--- src/rtl/csa_accumulator_pkg.sv ---
// Shared definitions for the carry-save accumulator: FSM states and
// elaboration-time helpers that size the 3:2 reduction tree.
package csa_accumulator_pkg;

    typedef enum logic [1:0] {
        ST_ACCUM   = 2'd0,
        ST_RESOLVE = 2'd1,
        ST_HOLD    = 2'd2
    } state_t;

    // Each layer turns every full group of three vectors into two and passes
    // the remainder through unchanged.
    function automatic int csa_layer_count(input int n_in, input int layer);
        int n;
        n = n_in;
        for (int l = 0; l < layer; l++) begin
            if (n > 2) n = 2 * (n / 3) + n % 3;
        end
        return n;
    endfunction

    function automatic int csa_depth(input int n_in);
        int n;
        int d;
        n = n_in;
        d = 0;
        for (int i = 0; i < 64; i++) begin
            if (n > 2) begin
                n = 2 * (n / 3) + n % 3;
                d++;
            end
        end
        return d;
    endfunction

endpackage

--- src/rtl/csa_accumulator_row.sv ---
// One row of 3:2 compressors; the carry vector is already weighted (shifted
// left by one) and wraps at the row width.
module csa_row #(
    parameter int W = 16
) (
    input  logic [W-1:0] a,
    input  logic [W-1:0] b,
    input  logic [W-1:0] c,
    output logic [W-1:0] sum,
    output logic [W-1:0] carry
);

    logic [W-1:0] maj;

    assign sum   = a ^ b ^ c;
    assign maj   = (a & b) | (a & c) | (b & c);
    assign carry = maj << 1;

endmodule

--- src/rtl/csa_accumulator.sv ---
// Multi-operand accumulator: beats fold into a redundant sum/carry pair via a
// CSA tree; one carry-propagate add resolves the packet total.
module csa_accumulator
    import csa_accumulator_pkg::*;
#(
    parameter int WIDTH     = 8,
    parameter int NUM_OPS   = 4,
    parameter int ACC_WIDTH = 16,
    parameter int CNT_WIDTH = 8
) (
    input  logic                     clk,
    input  logic                     rst,
    input  logic                     in_valid,
    output logic                     in_ready,
    input  logic [NUM_OPS*WIDTH-1:0] in_data,
    input  logic                     in_last,
    output logic                     out_valid,
    input  logic                     out_ready,
    output logic [ACC_WIDTH-1:0]     out_data,
    output logic [CNT_WIDTH-1:0]     out_beats
);

    localparam int NIN   = NUM_OPS + 2;
    localparam int DEPTH = csa_depth(NIN);

    state_t               state, state_nx;
    logic [ACC_WIDTH-1:0] acc_sum, acc_carry;
    logic [ACC_WIDTH-1:0] red_sum, red_carry;
    logic [CNT_WIDTH-1:0] cnt;
    logic                 in_hs, out_hs;

    assign in_ready = (state == ST_ACCUM);
    assign in_hs    = in_valid && in_ready;
    assign out_hs   = out_valid && out_ready;

    // Layer 0 holds the zero-extended operands plus the running pair; each
    // later layer reduces the previous one until two vectors remain.
    generate
        for (genvar l = 0; l <= DEPTH; l++) begin : lay
            localparam int N = csa_layer_count(NIN, l);
            logic [ACC_WIDTH-1:0] v [N];
            if (l == 0) begin : g_in
                for (genvar k = 0; k < NUM_OPS; k++) begin : g_op
                    assign v[k] = ACC_WIDTH'(in_data[k*WIDTH +: WIDTH]);
                end
                assign v[NUM_OPS]   = acc_sum;
                assign v[NUM_OPS+1] = acc_carry;
            end else begin : g_red
                localparam int NP = csa_layer_count(NIN, l - 1);
                localparam int G  = NP / 3;
                for (genvar g = 0; g < G; g++) begin : g_row
                    csa_row #(.W(ACC_WIDTH)) u_row (
                        .a    (lay[l-1].v[3*g]),
                        .b    (lay[l-1].v[3*g+1]),
                        .c    (lay[l-1].v[3*g+2]),
                        .sum  (v[2*g]),
                        .carry(v[2*g+1])
                    );
                end
                for (genvar r = 0; r < NP % 3; r++) begin : g_pass
                    assign v[2*G+r] = lay[l-1].v[3*G+r];
                end
            end
        end
    endgenerate

    assign red_sum   = lay[DEPTH].v[0];
    assign red_carry = lay[DEPTH].v[1];

    always_ff @(posedge clk) begin
        if (rst) state <= ST_ACCUM;
        else     state <= state_nx;
    end

    always_comb begin
        state_nx = state;
        case (state)
            ST_ACCUM:   if (in_hs && in_last) state_nx = ST_RESOLVE;
            ST_RESOLVE: state_nx = ST_HOLD;
            ST_HOLD:    if (out_hs) state_nx = ST_ACCUM;
            default:    state_nx = ST_ACCUM;
        endcase
    end

    always_ff @(posedge clk) begin
        if (rst) begin
            acc_sum   <= '0;
            acc_carry <= '0;
            cnt       <= '0;
            out_valid <= 1'b0;
            out_data  <= '0;
            out_beats <= '0;
        end else begin
            if (in_hs) begin
                acc_sum   <= red_sum;
                acc_carry <= red_carry;
                if (cnt != '1) cnt <= cnt + CNT_WIDTH'(1);
            end
            if (state == ST_RESOLVE) begin
                out_data  <= acc_sum + acc_carry;
                out_beats <= cnt;
                out_valid <= 1'b1;
            end
            // Result consumed: start the next packet from a clean accumulator.
            if (out_hs) begin
                out_valid <= 1'b0;
                acc_sum   <= '0;
                acc_carry <= '0;
                cnt       <= '0;
            end
        end
    end

endmodule

--- config.mk ---
export PLATFORM = sky130hd
export DESIGN_NAME = csa_accumulator
export DESIGN_NICKNAME = d
export VERILOG_FILES = /design/src/rtl/csa_accumulator_pkg.sv /design/src/rtl/csa_accumulator_row.sv /design/src/rtl/csa_accumulator.sv
export SDC_FILE = /design/constraint.sdc
export NUM_CORES = 1
export LEC_CHECK = 0
export CAP_MARGIN = 20
export CORE_MARGIN = 2
export CORE_UTILIZATION = 35
export CTS_CLUSTER_DIAMETER = 50
export DETAILED_ROUTE_END_ITERATION = 10
export GPL_TIMING_DRIVEN = 0
export PLACE_DENSITY = 0.65
export RECOVER_POWER = 50
export SYNTH_ARGS = -nofsm -noshare
export SYNTH_HDL_FRONTEND = slang
export SYNTH_HIERARCHICAL = 1
export SYNTH_SLANG_ARGS = --single-unit
--- constraint.sdc ---
create_clock -name clk -period 2.85 [get_ports clk]
set_input_delay 0.7125 -clock clk [delete_from_list [all_inputs] [get_ports clk]]
set_output_delay 0.7125 -clock clk [all_outputs]
set_load 0.005 [all_outputs]
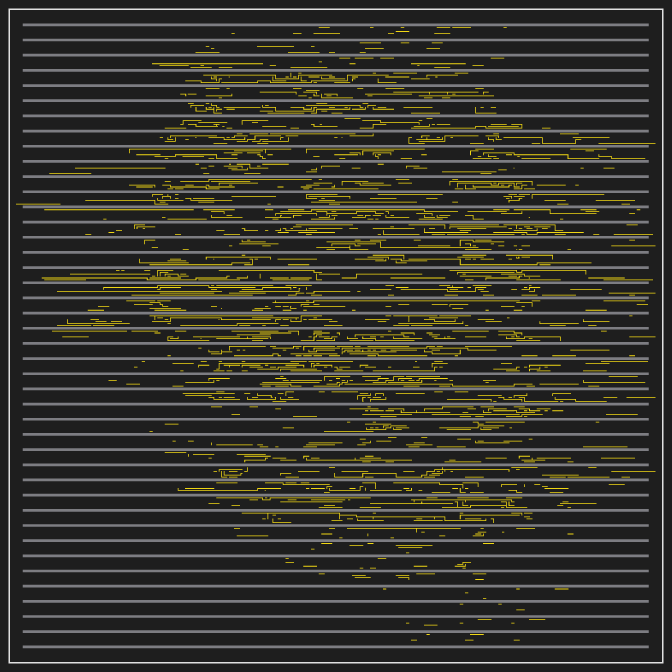
*Metal 1, run 1*
Supply wires on this layer in grey.
The layer carries 4300 um of wire. The wires run mostly horizontal. The layer holds 41% of the routed length. The longest straight run is 36.8 um.
met1 usage: 20.2%
DR vias: 3586

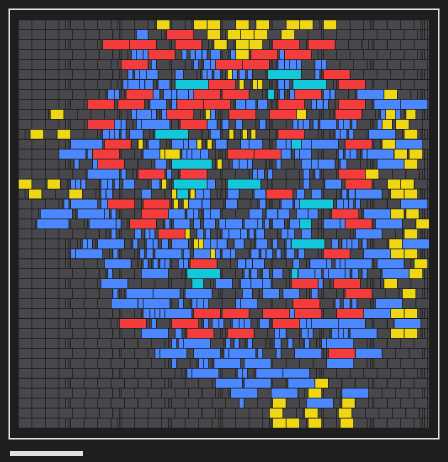
*Cells coloured by class, run 1*
Scale bar: 20 um. Fill, decap, tap and diode cells in grey.
Key: cyan = clock drivers and dummy loads [cells 16, share of their area 5.4%]; blue = remaining logic cells [cells 395, share of their area 57%]; yellow = remaining buffers and delay cells [cells 89, share of their area 14%]; red = registers [cells 67, share of their area 24%]
final core utilization: 45.6%
Final Instance Area: 5710 um2
Core Rows: 41
core area: 12500 um2
sequential share of cell area: 23.5%

==> run summary, run 1 <==
run metrics: status finished, final reports clean, ANT cells 0, Seq share, synth between 30% and 40%, first-pass GRT wire length 17.5 mm, worst hold slack between 400 and 500 ps, post-synthesis cell count 458, registers 67, Layout fillers between 1000 and 1500, nets 676, die width 117 um, Register Area 1340 um2, seq pwr 1.33 mW, family with the most delay on the worst path adder cells, number of enable flip-flop cells 0, Layout area overhead 28.0%, vias in the first global route between 3000 and 4000, yosys synthesis chip area ~4500 um2, Worst setup SP type input port, clk ins delay skew pair 340 ps, Max Buffers Root-to-Sink 2, skew final 11.5 ps, CTS root buffer clkbuf_16, chip area 13700 um2, tap cell count approximately 170, WP data arrival 2950 ps, PD cells 794 nW/um2, clk_buf instances 9, Critical Path RT 3110 ps, unrepaired setup endpoints after global routing false, Switching Power 1.73 mW, area share of fa/ha/maj cells after synthesis 31.9%, Total Routing Usage GR approximately 16%, clock-pin slew on the worst setup and hold paths 60 ps, Switching Share 38.2%, Resized cells post-CTS 0, Reg power frac between 20 and 30%, First-pass DRT Iterations 4, Critical Path, Cell by Cell clkdlybuf4s50_1, fa_1, fa_1, fa_1, nand2_1, a21oi_1, share of cells above drive strength 1 4.76%, max-cap violations 0, main power-consuming group combinational cells, placed insts roughly 720, XOR Share, Synth 5.66%, Tmin final around 2700 ps, Mux area share less than 1%, syn_area_per_cell a little under 10 um2, Worst R2R Setup Slack 550 ps, CTS tree done, Synth warnings 6, Fmax ~370 MHz, Critical-path top delay cell fa_1, element type at the critical path end flip-flop, internal power 2.80 mW, grt total ovfl 0, clock network area share 5.23%, clock share of power 24.8%, combinational power around 2.1 mW, Main synth FF type dfxtp_1, final std cells w/o fill around 740, 1st-iter DRT viols 162, worst-margin pin slew between 600 and 700 ps, mapped cell area 4460 um2, Non-clk invs 3, count of tool warnings 26, initial antenna violation count 0
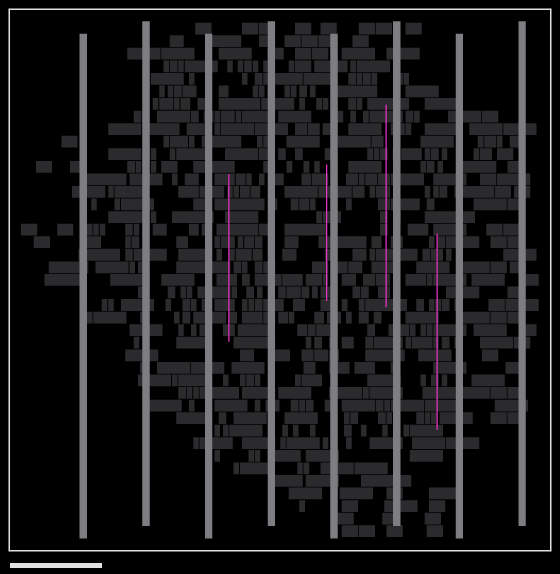
*M4 wires, run 1*
Scale bar: 20 um. Supply wires on this layer in grey.
The longest straight run is 43.5 um. The wires run mostly vertical.
WL final: 10.5 mm

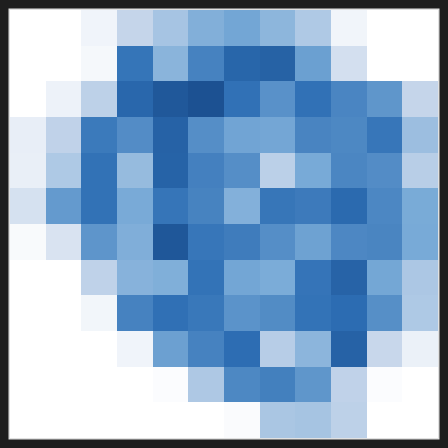
*Local utilization, run 1*
12 x 12 tiles, from white (low) to dark blue (high), 0 to 100% covered.
The emptiest ninth of the die: south-west. 9.0% of the tiles are over 75% full. 22% of the tiles are nearly empty. The fullest tile reaches 87%.
initial core utilization: 35.6%

-- run 1: flip-flops by register name, indices dropped and copies added, names as in the netlist --
signal     count
cnt            8
out_valid      1
out_data      16
state          2
acc_sum       16
out_beats      8
acc_carry     16
-- run 1: final timing paths --
| check | start | end | cells after the start |
|---|---|---|---|
| max reg2reg | acc_sum[0]$_SDFFE_PP0N_ | out_data[10]$_SDFFE_PP0N_ | 8 |
| max | in_data[1] | acc_sum[1]$_SDFFE_PP0N_ | 6 |
| min reg2reg | out_data[4]$_SDFFE_PP0N_ | out_data[4]$_SDFFE_PP0N_ | 2 |
| min | out_data[4]$_SDFFE_PP0N_ | out_data[4]$_SDFFE_PP0N_ | 2 |
-- run 1: cells in the mapped netlist (2+ instances only) --
cell,number,area [um2]
o21bai_1,2,15.0
dfxtp_1,67,1340
conb_1,5,18.8
nand4_1,3,18.8
o32a_1,2,20.0
a211oi_2,2,25.0
a211oi_1,6,45.0
nand4b_1,2,17.5
xor3_1,4,95.1
a21oi_1,58,290
and3_1,4,25.0
fa_1,61,1220
nand2b_1,3,18.8
nand2_1,104,390
o22ai_1,2,12.5
nand3b_1,3,22.5
xnor2_1,8,70.1
clkbuf_1,21,78.8
ha_1,16,200
inv_1,3,11.3
a21o_1,6,45.0
o21ai_0,10,50.1
buf_4,4,30.0
nand3_1,5,25.0
nor2b_1,3,18.8
nor2_1,22,82.6
xor2_1,10,87.6
nor3_1,2,10.0
-- run 1: routing by layer --
layer  up-vias  global-route usage (%)  share of wire (%)
met5         -                       0                  0
met4         0                    5.25                1.4
met3        12                    2.68                6.1
met2        84                    29.7                 51
met1      1783                    20.2                 41
li1       1707                       -                  -
### Routing congestion, run 1

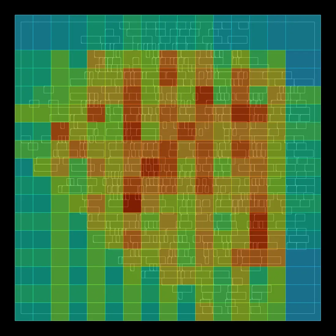

==> run 2: changes to the inputs <==
CORE_MARGIN = 8   (was 2)
CTS_CLUSTER_DIAMETER = default   (was 50)
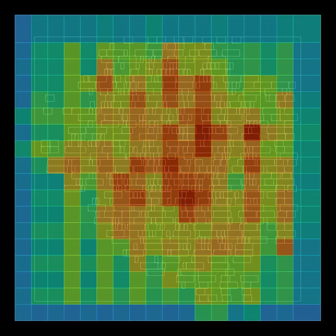
*Routing congestion, run 2*
final core utilization: 45.6%
GRT met3 Usage: 3.10%
routed length per instance: 14.2 um
routing usage on met2: 23.6%

==> run 2 against run 1 <==
- clock power is 4% lower
- largest cell class unchanged
- critical endpoint unchanged
- critical path depth stayed put
- critical path type unchanged
- cell count did not move
- total power is 0.96% lower
- hold slack worse by 0.54 ps
==> run summary, run 2 <==
run metrics: clk ins delay skew pair 330 ps (about the same), H-tree depth 3, Hold Violations, Final 0, clock distribution power approximately 1.1 mW, RD Place Congestion 0.821, mapped cell area 4460 um2 (unchanged), worst-margin pin slew 622 ps (+3.71 ps), final worst-path setup slack 170 ps, seq pwr 1.33 mW (about the same), ANT cells 0 (unchanged), Critical Path RT 3110 ps (about the same), Tmin final 2680 ps (-8.76 ps), WP data arrival 2940 ps (about the same), drt drc 0, nets 676 (unchanged), fin crit share a little over nine tenths, worst hold slack 453 ps (-0.545 ps), Switching Share 37.8% (-0.42 points), count of tool warnings 26 (unchanged), dpl hpwl 8.50 mm, 1st-iter DRT viols 181 (+12%), Post-synth top cells nand2_1 (104), dfxtp_1 (67), fa_1 (61), Top cells by area dfxtp_1 (30%), fa_1 (27%), nand2_1 (8.7%), a21oi_1 (6.5%), ha_1 (4.5%), Layout fillers 1222 (-0.082%), CTS root buffer clkbuf_16, CTS Buf Count 9, final setup vio count 0, Resized cells post-CTS 0 (unchanged), Worst slew margin around three fifths, Die Y 129 um, Synth warnings 6 (unchanged), Switching Power 1.70 mW (-2.1%), clock-pin slew on the worst setup and hold paths 60 ps (about the same), initial antenna violation count 0 (unchanged), clock share of power 24.3% (-0.5 points), Final Instance Area 5710 um2 (about the same), Unique cell types 48, initial core utilization 35.6% (unchanged), Ports 63, vias per inst between 4 and 5, Total Power around 4.5 mW, asr flop ratio synth 0%, first-pass GRT wire length 18.2 mm (+4.0%), Top Registers acc_carry x16, acc_sum x16, out_data x16, status finished, final reports clean, final std cells w/o fill 739 (unchanged), combinational power share 46.2%, Worst setup SP type input port, register bit count reported by yosys 67, Crit Path Max Fanout 1, combinational power 2.08 mW (about the same), chip area 16600 um2 (+22%), PortBufs 62, worst IR drop on VDD ~0.00048 V, internal power 2.80 mW (-0.29%), # hold bufs at CTS 0, WL final 10.5 mm (+0.66%), Place WS -200 ps, core area 12500 um2 (unchanged), unrepaired setup endpoints after global routing false, yosys synthesis chip area 4460 um2 (unchanged), Fmax 373 MHz (+0.33%), placed insts 723 (unchanged), Core Rows 41 (unchanged), Max-area cell share 30.1% (unchanged), Reg power frac 29.6% (+0.3 points), Seq share, synth 30.1% (unchanged), CTS tree done, element type at the critical path end flip-flop, post-route setup TNS 0 ps, clock net sink count roughly 67, Max Buffers Root-to-Sink 2 (unchanged), PD cells 787 nW/um2 (-0.88%), main power-consuming group combinational cells, die width 129 um (+10%), DR vias 3507 (-2.2%), placed instance area 5410 um2, post-synthesis cell count 458 (unchanged), critical path class in2reg, pin count of the biggest net entering global routing 13, postcts setup bufs 0, grt total ovfl 0 (unchanged), Total Routing Usage GR 13.8% (-2.6 points), Worst Hold Class reg2reg, number of enable flip-flop cells 0 (unchanged), max-cap violations 0 (unchanged), Synth top cell by count nand2_1, most common logic cells in the final layout nand2_1 (104), dfxtp_1 (67), fa_1 (61), cell accounting for the most synthesized area dfxtp_1, Main synth FF type dfxtp_1, Commonest Layout Cell nand2_1, number of cells in Yosys stat about 460, Slew Limit Fails 0, vias in the first global route 3761 (+1.6%), skew final 4.95 ps (-6.52 ps), share of cells above drive strength 1 4.59% (-0.18 points), syn_area_per_cell 9.74 um2 (unchanged), First-pass DRT Iterations 4 (unchanged), post-route ant nets 0, Layout area overhead 27.9% (about the same), leakage power 2.40 nW
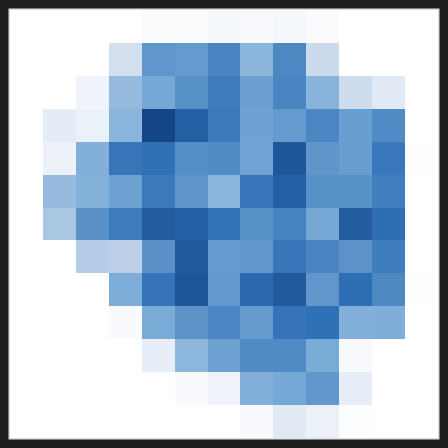
*Local utilization, run 2*
13 x 13 tiles, from white (low) to dark blue (high), 0 to 100% covered.
The mean over all tiles is 33%. 6.5% of the tiles are over 75% full. The emptiest ninth of the die: south-west. The densest ninth of the die: centre.

## run 2: cell count changes in the layout (fill, tap and decap cells not counted)
cell      before  now
clkinv_4       0    1
clkbuf_1      21   22
inv_6          3    1
## run 2: worst paths after layout
kind / startpoint / end / slack (ps) / cells past startpoint
setup / recovery: in_data[1] / acc_sum[1]$_SDFFE_PP0N_ / 170 / 6
hold / removal: out_data[5]$_SDFFE_PP0N_ / out_data[5]$_SDFFE_PP0N_ / 450 / 2
setup reg to reg: acc_sum[0]$_SDFFE_PP0N_ / out_data[10]$_SDFFE_PP0N_ / 490 / 8
hold reg to reg: out_data[5]$_SDFFE_PP0N_ / out_data[5]$_SDFFE_PP0N_ / 450 / 2
## run 2: cell families after synthesis
kind of cell	synth area share (%)
fa+ha+maj	31.9
other cells	0.421
mux	0.224
xor+xnor	5.66
buf+inv	3.03
flops	30.1
simple gates	15.7
compound gates	13.1
## run 2: per-layer routing
metal | share of wire, % | global-route usage (%) | routed length (um) | vias up
li1 | - | - | - | 1707
met1 | 42 | 16.6 | 4460 | 1717
met2 | 50 | 23.6 | 5270 | 68
met3 | 5.7 | 3.10 | 596 | 15
met4 | 1.8 | 5.32 | 191 | 0
met5 | 0 | 0 | 0 | -
## run 2: worst max-delay path, stage by stage
cell and delay (ps):
clkdlybuf4s50_1 430, fa_1 520, fa_1 540, fa_1 560, nand2_1 50, a21oi_1 120
## run 2: final cells by class
type	count	area, um2	area share [%]
timing repair buffer	62	621	10.9
clock buffer	10	229	4.01
clock inverter	6	65.1	1.14
buffer	27	124	2.17
tap	172	215	3.77
multi-input combinational	392	3100	54.3
sequential	67	1340	23.5
inverter	3	11.3	0.197
==> run 3: changes to the inputs <==
SLEW_MARGIN = 20   (was default)
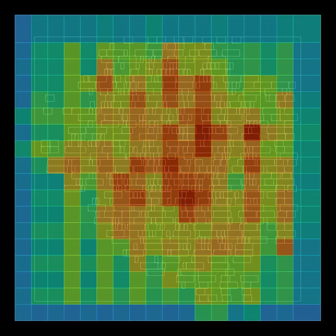
*Routing congestion, run 3*
met1 usage: 16.6%
Total Routing Usage GR: 13.8%
GRT Max-Usage Layer: met2

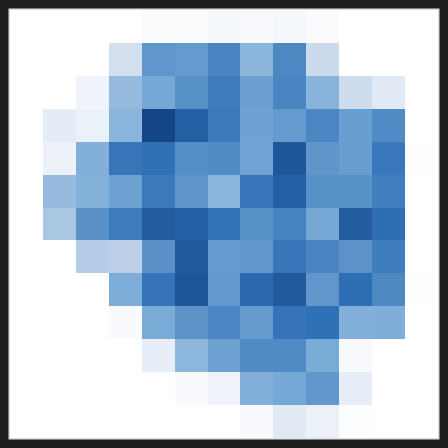
*Local utilization, run 3*
13 x 13 tiles, from white (low) to dark blue (high), 0 to 100% covered.
6.5% of the tiles are over 75% full. The fullest tile reaches 92%. The emptiest ninth of the die: south-west. The mean over all tiles is 33%.

==> run 3 against run 2 <==
- design area stayed put
- sequential cell count stayed put
- first-iteration DRC count stayed put
- via count stayed put
- clock power hardly changed
- combinational power hardly changed
- total power stayed put
- cell count stayed put
- critical path depth stayed put
- register-to-register slack hardly changed
- core utilization stayed put
- worst setup slack stayed put
- critical path type unchanged
==> run summary, run 3 <==
run metrics: unrepaired setup endpoints after global routing false, ANT cells 0 (unchanged), Die Y 129 um (unchanged), Worst R2R Setup Slack 490 ps (about the same), reg2reg start acc_sum[0]$_SDFFE_PP0N_, share of cells above drive strength 1 4.59% (unchanged), pin count of the biggest net entering global routing 13 (unchanged), Total Power 4.49 mW (unchanged), PD cells 787 nW/um2 (unchanged), Main synth FF type dfxtp_1, core area 12500 um2 (unchanged), final setup vio count 0 (unchanged), first-pass GRT wire length 18.2 mm (unchanged), routed length per instance 14.2 um (unchanged), Slew Limit Fails 0 (unchanged), worst hold slack 453 ps (unchanged), CTS root buffer clkbuf_16, Worst slew margin 58.5% (unchanged), syn_area_per_cell 9.74 um2 (unchanged), H-tree depth 3 (unchanged), cell accounting for the most synthesized area dfxtp_1, Layout fillers 1222 (unchanged), CP bufs+invs 1 (unchanged), Max Buffers Root-to-Sink 2 (unchanged), PortBufs 62 (unchanged), most common logic cells in the final layout nand2_1 (104), dfxtp_1 (67), fa_1 (61), final std cells w/o fill 739 (unchanged), die width 129 um (unchanged), vias per inst 4.75 (unchanged), Hold Path Origin out_data[5]$_SDFFE_PP0N_, Synth top cell by count nand2_1, RD Place Congestion 0.821 (unchanged), max-cap violations 0 (unchanged), chip area 16600 um2 (unchanged), post-synthesis cell count 458 (unchanged), mapped cell area 4460 um2 (unchanged), post-route ant nets 0 (unchanged), Place WS -200 ps (unchanged), family with the most delay on the worst path adder cells, CTS Buf Count 9 (unchanged), critical path class in2reg, worst-margin pin slew 622 ps (unchanged), Top cells by area dfxtp_1 (30%), fa_1 (27%), nand2_1 (8.7%), a21oi_1 (6.5%), ha_1 (4.5%), Synth warnings 6 (unchanged), skew final 4.95 ps (unchanged), clock-pin slew on the worst setup and hold paths 60 ps (about the same), First-pass DRT Iterations 4 (unchanged), placed insts 723 (unchanged), nets 676 (unchanged), Worst Hold Class reg2reg, DR vias 3507 (unchanged), status finished, final reports clean, Post-synth top cells nand2_1 (104), dfxtp_1 (67), fa_1 (61), post-route setup TNS 0 ps (unchanged), WL final 10.5 mm (unchanged), initial core utilization 35.6% (unchanged), cells on worst reg2reg path 8 (unchanged), end of the critical path acc_sum[1]$_SDFFE_PP0N_, Seq share, synth 30.1% (unchanged), Worst R2R End out_data[10]$_SDFFE_PP0N_, clock net sink count 67 (unchanged), Commonest Layout Cell nand2_1, Register Area 1340 um2 (unchanged), clk ins delay skew pair 330 ps (about the same), vias in the first global route 3761 (unchanged), asr flop ratio synth 0% (unchanged), Critical Path Most Common Cell fa_1, CTS tree done, Critical-path top delay cell fa_1, Final Instance Area 5710 um2 (unchanged), Core Rows 41 (unchanged), number of cells in Yosys stat 458 (unchanged), largest stage delay on the critical path 560 ps (about the same), Worst setup SP type input port, Multi-input gate area 3100 um2 (unchanged), final worst-path setup slack 170 ps (unchanged), Critical Path, Cell by Cell clkdlybuf4s50_1, fa_1, fa_1, fa_1, nand2_1, a21oi_1, element type at the critical path end flip-flop, count of tool warnings 26 (unchanged), Ports 63 (unchanged), yosys synthesis chip area 4460 um2 (unchanged), Fmax 373 MHz (unchanged), Resized cells post-CTS 0 (unchanged), placed instance area 5410 um2 (unchanged), grt total ovfl 0 (unchanged), # hold bufs at CTS 0 (unchanged), Top Registers acc_carry x16, acc_sum x16, out_data x16, launch point of the critical path in_data[1], Layout area overhead 27.9% (unchanged), postcts setup bufs 0 (unchanged), Hold Violations, Final 0 (unchanged), Max-area cell share 30.1% (unchanged), Tmin final 2680 ps (unchanged), leakage power 2.40 nW (unchanged), Unique cell types 48 (unchanged), fin crit share 94.0% (unchanged), register bit count reported by yosys 67 (unchanged), number of enable flip-flop cells 0 (unchanged), 1st-iter DRT viols 181 (unchanged), initial antenna violation count 0 (unchanged), worst IR drop on VDD 0.000479 V (unchanged), dpl hpwl 8.50 mm (unchanged), final core utilization 45.6% (unchanged), drt drc 0 (unchanged), WP depth 6 (unchanged), Critical Path RT 3110 ps (about the same), WP data arrival 2940 ps (about the same), Crit Path Max Fanout 1 (unchanged)
run 3: cell counts in the layout (fill, tap and decap cells not counted):
Identical to the previous run, type by type.
run 3: area by class of cell:
cell class	count	share of cell area, %
sequential	67	23.5
timing repair buffer	62	10.9
clock buffer	10	4.01
multi-input combinational	392	54.3
tap	172	3.77
buffer	27	2.17
inverter	3	0.197
clock inverter	6	1.14
run 3: report_power, final:
group,internal (mW),switching (mW),leakage (nW)
clock,0.678,0.412,0.143
combinational,0.993,1.08,1.71
sequential,1.12,0.204,0.545
run 3: metal layers:
layer	track usage, %	routed length [um]
met3	3.10	596
met1	16.6	4460
met5	0	0
met4	5.32	191
met2	23.6	5270
run 3: kinds of logic after synthesis:
kind of cell | count (synthesis) | synth area share [%]
AND-OR/OR-AND | 96 | 13.1
XOR/XNOR | 22 | 5.66
adder cells (fa/ha/maj) | 77 | 31.9
buffers and inverters | 30 | 3.03
flip-flops | 67 | 30.1
multiplexers | 1 | 0.224
other | 5 | 0.421
AND/OR/NAND/NOR | 160 | 15.7
run 3: worst reg2reg max path: cells and delay by family (launching register included):
family / cells / cell delay, ps
adders and majority gates: 2 / 660
AOI/OAI and AO/OA: 4 / 760
xor gates and xnor gates: 1 / 230
and+or+nand+nor: 1 / 240
DFF: 1 / 340
run 3: how the worst min path moves through the flow:
stage	endpoint	slack [ps]	cells after the start
floorplan	out_data[4]$_SDFFE_PP0N_	450	2
global placement	out_data[4]$_SDFFE_PP0N_	450	2
detailed placement	out_data[4]$_SDFFE_PP0N_	450	2
CTS	out_data[4]$_SDFFE_PP0N_	460	2
global route	out_data[5]$_SDFFE_PP0N_	470	2
finish	out_data[5]$_SDFFE_PP0N_	450	2
Power is estimated from default activity; no workload was simulated.
